--- src/rtl/input_request_controller_if.sv ---
// CPU-side handshake bundle for the IN-instruction input controller.
// master: the CPU/board side driving the request, switches and button.
// slave : the controller.
interface input_request_controller_if #(
  parameter int SW_W   = 16,
  parameter int DATA_W = 32
) ();
  logic              in_req;
  logic [SW_W-1:0]   sw_in;
  logic              btn_db;
  logic [DATA_W-1:0] data_out;
  logic              in_ack;
  logic              in_timeout;
  logic              stall;
  logic              waiting_led;

  modport master (
    output in_req, sw_in, btn_db,
    input  data_out, in_ack, in_timeout, stall, waiting_led
  );

  modport slave (
    input  in_req, sw_in, btn_db,
    output data_out, in_ack, in_timeout, stall, waiting_led
  );
endinterface

--- src/rtl/input_request_controller.sv ---
// Sequences user input for the IN instruction: stalls the CPU on request,
// waits for a fresh press of the enter button, latches the (extended) switch
// bank and releases the CPU with a one-cycle ack. An optional timeout forces
// completion with a zero value flagged by in_timeout.
module input_request_controller #(
  parameter int          SW_W           = 16,
  parameter int          DATA_W         = 32,
  parameter bit          SIGN_EXT       = 1'b0,
  parameter int unsigned TIMEOUT_CYCLES = 0
) (
  input  logic                         clk,
  input  logic                         reset,
  input_request_controller_if.slave    bus
);

  typedef enum logic [1:0] {IDLE, ARM, WAIT_PRESS, ACK} state_t;

  // Last timer value before forced completion; wraps harmlessly when disabled.
  localparam logic [31:0] TO_LAST = 32'(TIMEOUT_CYCLES - 1);
  localparam bit          TO_EN   = (TIMEOUT_CYCLES != 0);

  state_t             state, state_nxt;
  logic               btn_prev;
  logic [31:0]        timer;
  logic               rise;
  logic               to_hit;
  logic               capture;
  logic               force_to;
  logic [DATA_W-1:0]  sw_ext;

  assign rise   = bus.btn_db & ~btn_prev;
  assign to_hit = TO_EN && (timer == TO_LAST);
  assign sw_ext = SIGN_EXT ? DATA_W'($signed(bus.sw_in)) : DATA_W'(bus.sw_in);

  // State register.
  always_ff @(posedge clk or posedge reset) begin
    if (reset) state <= IDLE;
    else       state <= state_nxt;
  end

  // Next state: a dropped request (CPU flush) aborts before anything else;
  // a press beats a simultaneous timeout.
  always_comb begin
    state_nxt = state;
    case (state)
      IDLE:       if (bus.in_req) state_nxt = ARM;
      ARM: begin
        if (!bus.in_req)     state_nxt = IDLE;
        else if (to_hit)     state_nxt = ACK;
        else if (!bus.btn_db) state_nxt = WAIT_PRESS;
      end
      WAIT_PRESS: begin
        if (!bus.in_req)         state_nxt = IDLE;
        else if (rise || to_hit) state_nxt = ACK;
      end
      ACK:        state_nxt = IDLE;
      default:    state_nxt = IDLE;
    endcase
  end

  // Combinational outputs and completion qualifiers.
  always_comb begin
    bus.stall       = 1'b0;
    bus.waiting_led = 1'b0;
    capture         = 1'b0;
    force_to        = 1'b0;
    case (state)
      IDLE: bus.stall = bus.in_req;
      ARM: begin
        bus.stall       = 1'b1;
        bus.waiting_led = 1'b1;
        force_to        = bus.in_req & to_hit;
      end
      WAIT_PRESS: begin
        bus.stall       = 1'b1;
        bus.waiting_led = 1'b1;
        capture         = bus.in_req & rise;
        force_to        = bus.in_req & ~rise & to_hit;
      end
      default: ;
    endcase
  end

  // Button history for edge detection; timer runs only while prompting
  // and saturates instead of wrapping.
  always_ff @(posedge clk or posedge reset) begin
    if (reset) begin
      btn_prev <= 1'b0;
      timer    <= '0;
    end else begin
      btn_prev <= bus.btn_db;
      if (TO_EN && (state == ARM || state == WAIT_PRESS)) begin
        if (timer != '1) timer <= timer + 32'd1;
      end else begin
        timer <= '0;
      end
    end
  end

  // Registered handshake outputs: data held until the next completion.
  always_ff @(posedge clk or posedge reset) begin
    if (reset) begin
      bus.data_out   <= '0;
      bus.in_ack     <= 1'b0;
      bus.in_timeout <= 1'b0;
    end else begin
      bus.in_ack     <= capture | force_to;
      bus.in_timeout <= force_to;
      if (capture)       bus.data_out <= sw_ext;
      else if (force_to) bus.data_out <= '0;
    end
  end

endmodule

--- src/flat_wrapper.sv ---
// flat-port wrapper written by rule: the top's interface ports become plain ports
module input_request_controller_flat 
#(
  parameter int          SW_W           = 16,
  parameter int          DATA_W         = 32,
  parameter bit          SIGN_EXT       = 1'b0,
  parameter int unsigned TIMEOUT_CYCLES = 0
)
  (clk, reset, bus_in_req, bus_sw_in, bus_btn_db, bus_data_out, bus_in_ack, bus_in_timeout, bus_stall, bus_waiting_led);
  input_request_controller_if #(.SW_W(SW_W), .DATA_W(DATA_W)) bus_i ();
  input  logic clk;
  input  logic reset;
  input wire logic [$bits(bus_i.in_req)-1:0] bus_in_req;
  input wire logic [$bits(bus_i.sw_in)-1:0] bus_sw_in;
  input wire logic [$bits(bus_i.btn_db)-1:0] bus_btn_db;
  output wire logic [$bits(bus_i.data_out)-1:0] bus_data_out;
  output wire logic [$bits(bus_i.in_ack)-1:0] bus_in_ack;
  output wire logic [$bits(bus_i.in_timeout)-1:0] bus_in_timeout;
  output wire logic [$bits(bus_i.stall)-1:0] bus_stall;
  output wire logic [$bits(bus_i.waiting_led)-1:0] bus_waiting_led;
  assign bus_i.in_req = bus_in_req;
  assign bus_i.sw_in = bus_sw_in;
  assign bus_i.btn_db = bus_btn_db;
  assign bus_data_out = bus_i.data_out;
  assign bus_in_ack = bus_i.in_ack;
  assign bus_in_timeout = bus_i.in_timeout;
  assign bus_stall = bus_i.stall;
  assign bus_waiting_led = bus_i.waiting_led;
  input_request_controller #(.SW_W(SW_W), .DATA_W(DATA_W), .SIGN_EXT(SIGN_EXT), .TIMEOUT_CYCLES(TIMEOUT_CYCLES)) u_core (.clk(clk), .reset(reset), .bus(bus_i));
endmodule
--- config.mk ---
export PLATFORM = sky130hd
export DESIGN_NAME = input_request_controller_flat
export DESIGN_NICKNAME = d
export VERILOG_FILES = /design/src/rtl/input_request_controller_if.sv /design/src/rtl/input_request_controller.sv /design/src/flat_wrapper.sv
export SDC_FILE = /design/constraint.sdc
export NUM_CORES = 1
export LEC_CHECK = 0
export ABC_AREA = 1
export CAP_MARGIN = 20
export CORE_ASPECT_RATIO = 1.75
export CORE_UTILIZATION = 38
export CTS_CLUSTER_DIAMETER = 150
export DETAILED_ROUTE_END_ITERATION = 10
export PLACE_DENSITY = 0.79
export SLEW_MARGIN = 20
export SYNTH_ARGS = -nofsm -noshare
export SYNTH_HDL_FRONTEND = slang
export SYNTH_SLANG_ARGS = --single-unit
--- constraint.sdc ---
create_clock -name clk -period 1.8 [get_ports clk]
set_clock_uncertainty 0.05 [all_clocks]
set_input_delay 0.36 -clock clk [delete_from_list [all_inputs] [get_ports clk]]
set_output_delay 0.36 -clock clk [all_outputs]
set_load 0.03 [all_outputs]
Fig. 1: met1 routing
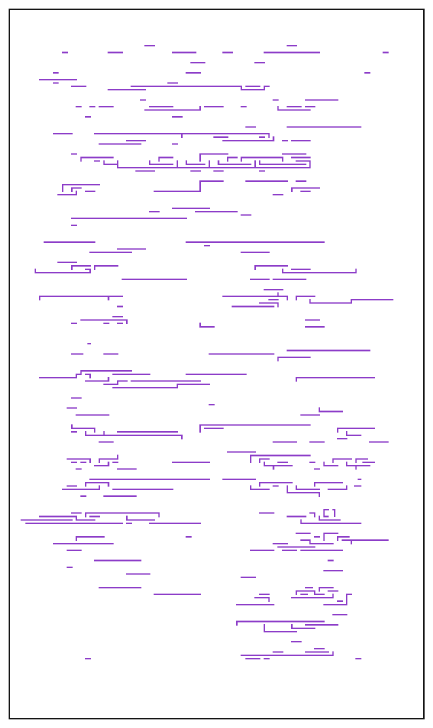
The wires run mostly horizontal. The layer carries 732 µm of wire.

==> Changelog: implementation <==
## Flow update

* Status: finished clean
* Min Tclk post-route at between 1.5 and 2 ns
* R2R Path End: u_core.bus.data_out[5]
* Vias at 854
* Sw Share at between 40% and 50%
* Simple-Gate Area Share at 26.33%
* Critical path's slowest cell: dfrtp_1
* Layout area overhead at 40.70%
* DR iter-0 viols at 26
* Largest net degree at the start of global routing at 21
* Ratio of cells with drive above 1 in the final layout at between 10% and 20%
* DP Cell Count at 186
* Port buffer count at 38
* Height of the die at 71.08 µm
* Final-report setup violation count at 0
* # clock sinks at 20
* Non-clock buffer total of the final layout at 42
* Final Max Tran Viols at 0
* Met3 WL at around 110 µm
* Total tool warning count at 30
* Dominant cell by count in the synthesized netlist: nand2_1
* Max power group: combinational cells
* Via density per instance at 4.425
* DP Worst Slack at 0.1041 ns
* CTS clk-pin slew, worst paths at approximately 0.070 ns
* M1 GR Usage at 14.90%
* Longest Clk Path Bufs at 2
* Logic Gate Count at just over 90
* Synth Cell Area at between 1000 and 1500 µm²
* Yosys adder share at 6.039%
* Part of the cycle the worst path needs at a little over nine tenths
* Initial antenna violation count at 0
* EDFF count, synth at 0
* Top Metal Used: met4
* Vias in the first global route at between 800 and 900
* Pwr dens at 1586 nW/µm²
* Area leader share at 48.31%
* TritonCTS clock tree: built
* TritonCTS Buffers at 3
* Final Hold Fails at 0
* Worst setup path end: bus_stall
* # nets final at 193
* Total Neg Setup Slack at 0 ns
* FILL cells at 250
* Ys async rst share at 100.0%
* Post-CTS Setup Bufs at 1
* Placed Area at 1364 µm²
* Synth warnings at 0
* Cell area after layout at 1458 µm²
* Multiplexer share at 0%
* Cell area leaders: dfrtp_1 (48%), nand2_1 (21%), buf_4 (12%), ha_1 (6.0%), inv_1 (2.5%)
* Critical Path Fanout Max at 3
* Yosys chip area at roughly 1000 µm²
* Core Util at FP at 41.07%
* Hold/Removal Path Class: input port to asynchronous set/reset pin
* M1 WL at 731 µm
* Flop area at 500.5 µm²
* Xor/xnor share at 0%
* Comb area leader: simple AND/OR/NAND/NOR gates
* GRT Util Overall at 14.59%
* Logic share of the area at between 20 and 30%
* M2 GR Usage at 26.39%
* Crit path max-delay family: flip-flops
* Ant diodes at 0
* Clk ins delay skew pair at 0.25 ns
* Top cells by count: nand2_1 (59), dfrtp_1 (20), buf_4 (17)
* Yosys aoi share at 0.9662%
* Clock-net power at 0.000333 W
* Main synth FF type: dfrtp_1
* Wire length per cell at 10.60 µm
* Signal inverters at 9
* GR Layer Usage met3 at under 10%
* Crit path kind: flop to output pin
* Leakage power at approximately 0.79 nW
* GRT busiest layer: met2
* Largest regs: u_core.bus.data_out: 16 flops, u_core.state: 2 flops
Fig. 2: cell outlines without signal wires
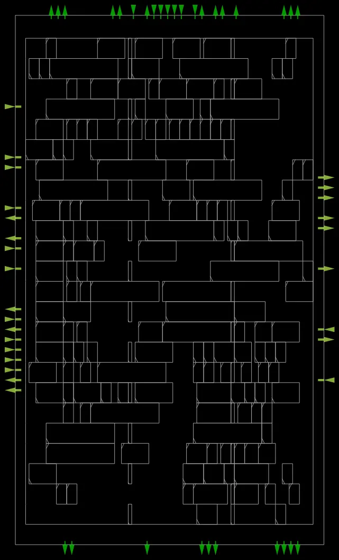
core area: 2522 µm²
cell row count: 24

Power and IR drop assume default switching activity.
